Fig. 1: gate-type map
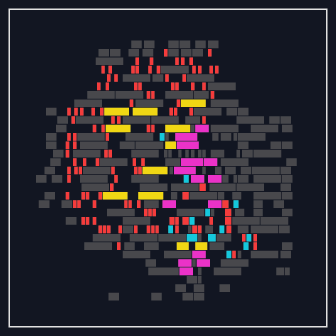
Fig. 2: cells coloured by class
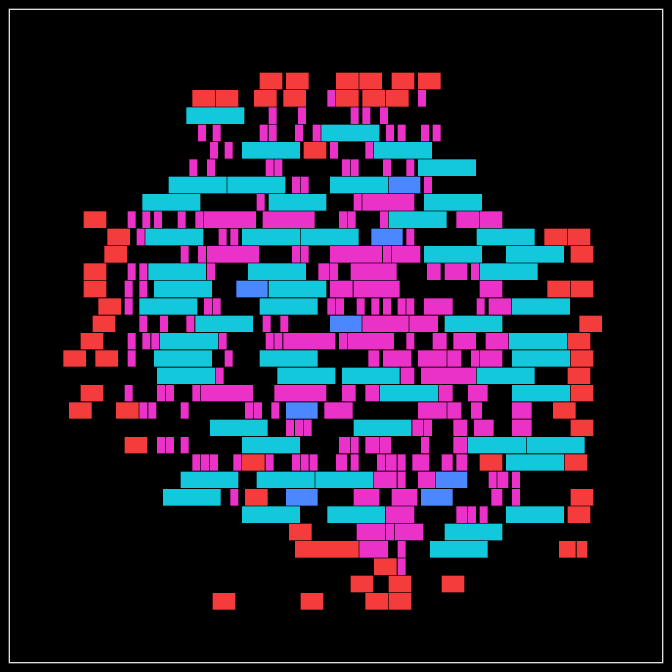
Fig. 3: the clock network
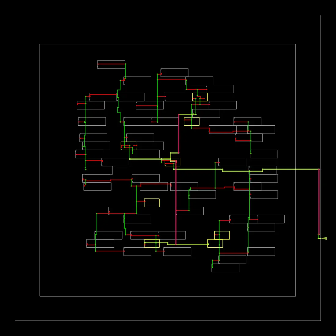
Fig. 4: routed clock nets over the placement
Bar = 20 µm.
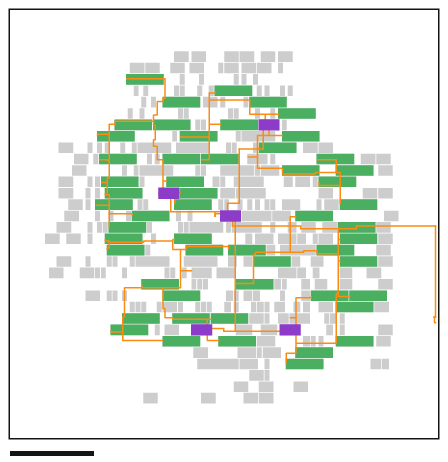
File: src/rtl/nsa_pkg.sv
// Shared types and constants for the nibble-serial adder.
package nsa_pkg;

  localparam int NIBBLE_W = 4;

  typedef enum logic [1:0] {
    ST_IDLE = 2'd0,
    ST_RUN  = 2'd1,
    ST_DONE = 2'd2
  } nsa_state_t;

endpackage

File: src/rtl/fourbit_FA_str.sv
// Structural 4-bit ripple-carry adder built from per-bit full-adder equations.
// Combinational, no backpressure.
module fourbit_FA_str (
  input  logic [3:0] a,
  input  logic [3:0] b,
  input  logic       cin,
  output logic [3:0] s,
  output logic       cout
);

  logic [4:0] c;

  assign c[0] = cin;

  for (genvar i = 0; i < 4; i++) begin : g_fa
    assign s[i]   = a[i] ^ b[i] ^ c[i];
    assign c[i+1] = (a[i] & b[i]) | (c[i] & (a[i] ^ b[i]));
  end

  assign cout = c[4];

endmodule

File: src/rtl/nibble_serial_adder.sv
// Adds two W-bit operands one nibble per cycle through a single 4-bit adder; NSA_OVERFLOW_EN adds ovf.
// Latency: out_valid NIBBLES cycles after the accepting edge; one operation per NIBBLES+2 cycles.
// Backpressure: in_ready only in IDLE; result held in DONE until out_ready.
module nibble_serial_adder
  import nsa_pkg::*;
#(
  parameter  int NIBBLES = 4,
  localparam int W       = NIBBLE_W * NIBBLES
) (
  input  logic         clk,
  input  logic         rst_n,
  input  logic         in_valid,
  output logic         in_ready,
  input  logic [W-1:0] a,
  input  logic [W-1:0] b,
  input  logic         cin,
  output logic         out_valid,
  input  logic         out_ready,
  output logic [W-1:0] sum,
  output logic         cout,
`ifdef NSA_OVERFLOW_EN
  output logic         ovf,
`endif
  output logic         busy
);

  localparam int IDX_W = $clog2(NIBBLES);
  localparam logic [IDX_W-1:0] LAST_IDX = IDX_W'(NIBBLES - 1);

  nsa_state_t state_q, state_d;

  logic [IDX_W-1:0]    idx_q;
  logic [W-1:0]        a_q, b_q;
  logic                carry_q;
  logic [NIBBLE_W-1:0] nib_a, nib_b, nib_s;
  logic                nib_c;
  logic                accept, run_step, last_step;

  assign nib_a = a_q[NIBBLE_W*int'(idx_q) +: NIBBLE_W];
  assign nib_b = b_q[NIBBLE_W*int'(idx_q) +: NIBBLE_W];

  fourbit_FA_str u_fa (
    .a    (nib_a),
    .b    (nib_b),
    .cin  (carry_q),
    .s    (nib_s),
    .cout (nib_c)
  );

  always_ff @(posedge clk or negedge rst_n) begin
    if (!rst_n) begin
      state_q <= ST_IDLE;
    end else begin
      state_q <= state_d;
    end
  end

  always_comb begin
    state_d   = state_q;
    in_ready  = 1'b0;
    out_valid = 1'b0;
    busy      = 1'b0;
    run_step  = 1'b0;
    last_step = 1'b0;
    case (state_q)
      ST_IDLE: begin
        in_ready = 1'b1;
        if (in_valid) state_d = ST_RUN;
      end
      ST_RUN: begin
        busy     = 1'b1;
        run_step = 1'b1;
        if (idx_q == LAST_IDX) begin
          last_step = 1'b1;
          state_d   = ST_DONE;
        end
      end
      ST_DONE: begin
        busy      = 1'b1;
        out_valid = 1'b1;
        if (out_ready) state_d = ST_IDLE;
      end
      default: state_d = ST_IDLE;
    endcase
  end

  assign accept = in_valid && in_ready;

  // sum/cout stay put in IDLE and DONE; only acceptance or a RUN step touches them
  always_ff @(posedge clk or negedge rst_n) begin
    if (!rst_n) begin
      a_q     <= '0;
      b_q     <= '0;
      carry_q <= 1'b0;
      idx_q   <= '0;
      sum     <= '0;
      cout    <= 1'b0;
`ifdef NSA_OVERFLOW_EN
      ovf     <= 1'b0;
`endif
    end else if (accept) begin
      a_q     <= a;
      b_q     <= b;
      carry_q <= cin;
      idx_q   <= '0;
      sum     <= '0;
      cout    <= 1'b0;
`ifdef NSA_OVERFLOW_EN
      ovf     <= 1'b0;
`endif
    end else if (run_step) begin
      sum[NIBBLE_W*int'(idx_q) +: NIBBLE_W] <= nib_s;
      carry_q <= nib_c;
      idx_q   <= last_step ? '0 : idx_q + 1'b1;
      if (last_step) begin
        cout <= nib_c;
`ifdef NSA_OVERFLOW_EN
        // the final nibble's top bit is the result sign bit
        ovf  <= (a_q[W-1] == b_q[W-1]) && (nib_s[NIBBLE_W-1] != a_q[W-1]);
`endif
      end
    end
  end

endmodule

File: config.mk
export PLATFORM = sky130hd
export DESIGN_NAME = nibble_serial_adder
export DESIGN_NICKNAME = d
export VERILOG_FILES = /design/src/rtl/nsa_pkg.sv /design/src/rtl/fourbit_FA_str.sv /design/src/rtl/nibble_serial_adder.sv
export SDC_FILE = /design/constraint.sdc
export NUM_CORES = 1
export LEC_CHECK = 0
export CAP_MARGIN = 20
export CORE_MARGIN = 8
export CORE_UTILIZATION = 35
export DETAILED_ROUTE_END_ITERATION = 10
export HOLD_SLACK_MARGIN = 0.15
export MAX_ROUTING_LAYER = met4
export PLACE_DENSITY = 0.68
export SYNTH_ARGS = -nofsm -noshare
export SYNTH_HDL_FRONTEND = slang
export SYNTH_HIERARCHICAL = 1
export SYNTH_SLANG_ARGS = --single-unit
File: constraint.sdc
create_clock -name clk -period 7.91 [get_ports clk]
set_clock_uncertainty 0.15 [all_clocks]
set_input_delay 1.582 -clock clk [delete_from_list [all_inputs] [get_ports clk]]
set_output_delay 1.582 -clock clk [all_outputs]
set_load 0.02 [all_outputs]
==> results_dict.tcl <==
# metrics dict for downstream scripts
set metrics [dict create \
    status "completed" \
    hold_buffers 0 \
    crit_path_end "sum[11]$_DFFE_PN0P_" \
    worst_slew_pin_slew_ps 749 \
    sequentialPower_uw 441 \
    die_area_mm2 0.0105 \
    drt_iter0_markers 85 \
    pwr-share-comb_pct 48.4 \
    first_pass_iters 4 \
    worstReg2RegEnd "sum[11]$_DFFE_PN0P_" \
    layout_setup_ws_ps 4290 \
    min_period_ps 3620 \
    top_cells_by_area "dfrtp_1 (52%), nand2_1 (15%), mux4_2 (6.9%), ha_1 (4.8%), a32o_1 (3.1%)" \
    drcViolationCount 0 \
    synth_top_area_share_pct 51.9 \
    nets 362 \
    path_class "reg2reg" \
    ys_chip_area_mm2 0.00260 \
    path_max_fanout 16 \
    synthArstFlopShare_pct 100 \
    required_ps 8000 \
    endpoint_kind "flop" \
    tap_cells 99 \
    peakVddDrop_v 0.000114 \
    cp_slowest_cell "dfrtp_1" \
    cts_resized 0 \
    clkCellAreaFrac_pct 3.26 \
    clock_latency_ps 310 \
    swShare_pct 40.5 \
    finalMaxSlewViolations 0 \
    rsz0062_at_grt "false" \
    grt_util_met2_pct 18.3 \
    r2r_start "idx_q[0]$_DFFE_PN0P_" \
    n_antenna_cell 0 \
    seq_area_mm2 0.00135 \
    worstSetupStartpointType "flop" \
    ys_cells 257 \
    grt-busiest-layer "met2" \
    grt_max_degree 55 \
    globalplace.congestion 0.759 \
    comb.multi_input.count 175 \
    fp_nets 308 \
    p_leak_uw 0.00159 \
    max-cap-violations 0 \
    path_buffers 4 \
    arrival_ps 3710 \
    ioPinCount 57 \
    top_cell "nand2_1" \
    cts_buffer_depth 2 \
    holdPathStages 2 \
    slew_headroom_pct 50.0 \
    ys_types 28 \
    max_stage_delay_ps 820 \
    final_common_cell "nand2_1" \
]
## Picture notes: Fig. 1
[mux cells] yellow | cells: 11 | most used: mux4_2
[fa/ha/maj cells] magenta | cells: 14 | most used: ha_1 | where: centre
[nand cells] red | cells: 114 | most used: nand2_1
[aoi and oai cells] cyan | cells: 12 | most used: a21oi_1

## Picture notes: Fig. 2
[remaining buffers and delay cells] red | cells: 58
[remaining logic cells] magenta | cells: 192
[registers] cyan | cells: 54
[clock drivers and dummy loads] blue | cells: 8
final instance area: 0.00338 mm²
fraction of area in registers: 40.0%
core area: 0.00721 mm²
Final Util: 46.8%
row count: 31

## Picture notes: Fig. 3
CTS sink count: 54
FFs & Latches: 54
clock buffer count: 8
number of buffers created by CTS: 5

## Picture notes: Fig. 4
[clock-net drivers] purple | count: 5
[clock wires] orange | length: 633 µm
[flip-flops] green | count: 54
routed clock nets: 6

Power and IR drop assume default switching activity.
